==> config.mk <==
export PLATFORM = sky130hd
export DESIGN_NAME = bellman_ford_engine_flat
export DESIGN_NICKNAME = d
export VERILOG_FILES = /design/src/rtl/bellman_ford_engine_if.sv /design/src/rtl/bellman_ford_engine.sv /design/src/flat_wrapper.sv
export SDC_FILE = /design/constraint.sdc
export NUM_CORES = 1
export LEC_CHECK = 0
export ABC_AREA = 1
export CAP_MARGIN = 10
export CELL_PAD_IN_SITES_DETAIL_PLACEMENT = 0
export CELL_PAD_IN_SITES_GLOBAL_PLACEMENT = 1
export CORE_UTILIZATION = 30
export DETAILED_ROUTE_END_ITERATION = 10
export GPL_TIMING_DRIVEN = 1
export PLACE_DENSITY = 0.9
export SYNTH_ARGS = -nofsm -noshare
export SYNTH_HDL_FRONTEND = slang
export SYNTH_SLANG_ARGS = --single-unit
==> constraint.sdc <==
create_clock -name clk -period 5.64 [get_ports clk]
set_clock_uncertainty 0.2 [all_clocks]
set_input_delay 0.846 -clock clk [delete_from_list [all_inputs] [get_ports clk]]
set_output_delay 0.846 -clock clk [all_outputs]
set_load 0.02 [all_outputs]
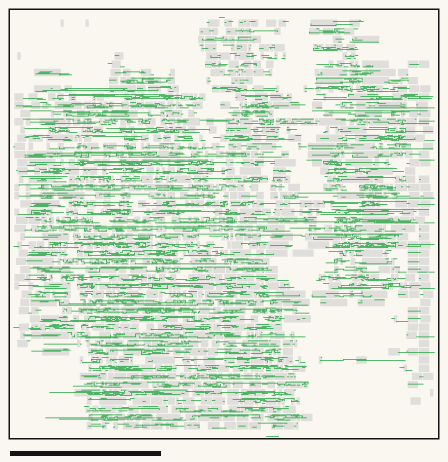
**Above:** the metal 1 layer.
Bar = 50 um. Cells faint in the background.
wire length on this layer = 9220 um
share of all routed wire = 40%
longest straight run = 38.2 um
main direction = horizontal
via count: 7709
final wirelength: 22800 um
met1 usage: 0.241

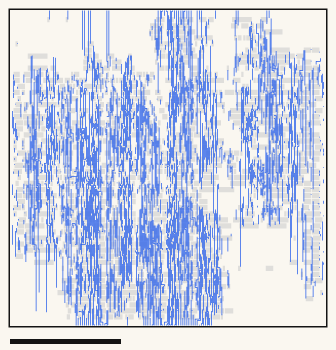
**Above:** met2 routing.
Bar = 50 um. Cells faint in the background.
main direction = vertical
wire length on this layer = 12200 um
nets with wire on the layer = 1336
global routing met2 resource utilization: 0.421

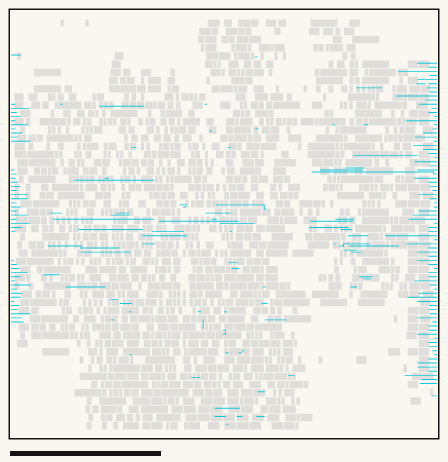
**Above:** met3 routing.
Bar = 50 um. Cells faint in the background.
wire length on this layer = 951 um
main direction = horizontal
share of all routed wire = 4.2%
longest straight run = 40.3 um
met3 Use GR: 0.0125

==> results.py <==
# Generated from Yosys and OpenROAD reports
metrics = {
    "final_timing": {
        "period_needed_ns": 6.05,
        "drv_slew": 0,
        "hold_ws_ns": 0.310,
        "worst_pin_slew_ns": 1.07,
        "finalHoldViolCount": 0,
        "finalCritPeriodShare": 1.07,
        "worst_slack_ns": -0.412,
        "fin_setup_tns_ns": -13.71,
        "relSlewSlack": 0.286,
        "rsz0062_at_grt": "yes",
        "fmax_ghz": 0.165,
        "setup_viol": 37,
    },
    "layout": {
        "fin_nets": 1575,
        "ff_latch_area_um2": 701,
        "final_cell_count_no_fill": 1655,
        "syn2layout_area_growth_pct": 88.7,
        "diodes": 0,
        "fin_util": 0.585,
        "layout_top_cells": "207 x nand2_1, 198 x inv_1, 187 x buf_4",
        "drive_gt1_frac": 0.412,
        "largest_reg_flops": 5,
        "final_area_um2": 11000,
        "lay_top_count": "nand2_1",
    },
    "worst_setup_path": {
        "path_buffers": 7,
        "critPathCaptureType": "primary output",
        "crit_family": "simple AND/OR/NAND/NOR gates",
        "r2r_cells": 10,
        "cp_num_cells": 32,
        "path_common_cell": "nand2_1",
        "path_class": "in -> out",
        "cp-start-kind": "primary input",
        "critPathMaxFanout": 9,
        "cp_slowest_cell": "fa_2",
    },
    "detailed_routing": {
        "first_pass_iters": 5,
        "drt_first_iter_violations": 276,
        "post_drt_wl_per_cell_um": 13.8,
        "via_per_inst": 4.66,
        "drcViolationCount": 0,
    },
    "grt": {
        "grt_pass1_vias": 7393,
        "grt_max_degree": 32,
        "grt_overflow": 0,
        "track_usage": 0.211,
        "antenna_found_initial": 0,
    },
    "floorplanning": {
        "ios": 214,
        "initCoreUtil": 0.310,
        "dieArea_um2": 20100,
        "coreArea_um2": 18900,
        "rows": 50,
        "die_h_um": 142,
    },
    "yosys": {
        "flop_cell": "dfrtp_1",
        "synth_cells": 1031,
        "synth-async-reset-ratio": 1.00,
        "seq_area_frac_synth": 0.120,
        "synth_warnings": 0,
        "syn-cell-area_um2": 5860,
        "syn_avg_cell_area_um2": 5.68,
        "synth-edff-count": 0,
        "yosysCellCount": 1031,
        "ys_area_um2": 5860,
        "yosysUniqueCellTypes": 42,
    },
    "cts": {
        "cts_made_buffers": 3,
        "clock_latency_ns": 0.26,
        "cts_root_buffer": "clkbuf_16",
        "cts_sinks": 28,
        "cts_buffer_depth": 2,
        "htreeDepth": 1,
        "clk_pin_slew_ns": 0.07,
    },
    "power_and_ir_drop": {
        "combPwrFrac": 0.768,
        "pwr-share-clk": 0.117,
        "power.density_nw_per_um2": 161,
        "p_sw_frac": 0.429,
        "peakVddDrop_mv": 0.0952,
        "intPower_mw": 1.02,
        "p_seq_frac": 0.114,
        "power.total_mw": 1.78,
        "p_leak_nw": 5.58,
    },
    "placed_design": {
        "dp_hpwl_um": 17700,
        "portBuffers": 199,
        "place_area_um2": 9030,
        "dp_slack_ns": -1.47,
        "dp.cells": 1601,
    },
    "worst_hold_path": {
        "worstHoldPathCells": 2,
        "hp-class": "reg -> reg",
    },
    "run_status": {
        "violations": "setup timing",
        "status": "finished, violations left",
    },
}
## power by group through the flow
stage / clock network, mW / registers [mW] / logic (mW)
6_report: 0.209 / 0.204 / 1.37
5_1_grt: 0.216 / 0.204 / 1.49
4_1_cts: 0.209 / 0.204 / 1.16
3_5_place_dp: 0 / 0.208 / 0.970
3_3_place_gp: 0 / 0.208 / 0.965
2_1_floorplan: 0 / 0.207 / 0.472
## cell usage after synthesis, types with 16 or more instances
library cell | count | area, um2
ha_1 | 67 | 838
nor2_1 | 88 | 330
o21ai_0 | 47 | 235
nand2_1 | 297 | 1110
nand4_1 | 21 | 131
nand3_1 | 44 | 220
buf_4 | 40 | 300
a21oi_1 | 48 | 240
inv_1 | 220 | 826
xor2_1 | 16 | 140
nor2_2 | 23 | 144
dfrtp_1 | 28 | 701
## repair_timing
action,CTS,global route
pin swaps,74,83
cloned,1,2
endpoints found under the setup margin,37,37
setup buffers,30,19
endpoints found under the hold margin,0,0
gates resized,491,260
hold buffers,0,0
## per-layer routing
layer | global-route usage | vias to the layer above | part of all wire
met5 | 0 | - | 0
li1 | - | 3901 | -
met3 | 0.0125 | 40 | 0.042
met2 | 0.421 | 239 | 0.53
met4 | 0.0526 | 0 | 0.023
met1 | 0.241 | 3529 | 0.40
## kinds of logic (layout without fill, tap and decap cells)
family | Yosys count | in the layout | synth area share
AND-OR/OR-AND | 113 | 113 | 0.104
XOR/XNOR | 23 | 23 | 0.0370
adder cells (fa/ha/maj) | 68 | 68 | 0.147
buffers and inverters | 275 | 634 | 0.206
flip-flops | 28 | 28 | 0.120
other | 1 | 6 | 0.000640
AND/OR/NAND/NOR | 523 | 523 | 0.386
## layout make-up
class                      instances  share of cell area
clock buffer                       3             0.00680
sequential                        28              0.0634
multi-input combinational        733               0.493
timing repair buffer             405               0.327
inverter                         225              0.0776
clock inverter                     1             0.00272
tap                              260              0.0294
## worst reg2reg max path: cells and delay by family (launching register included)
family | cells | cell delay [ns]
compound gates | 2 | 0.56
flops | 1 | 0.41
buf+inv | 4 | 0.80
simple gates | 4 | 0.54
No activity file was given, so power comes from the tool's default toggle rates.
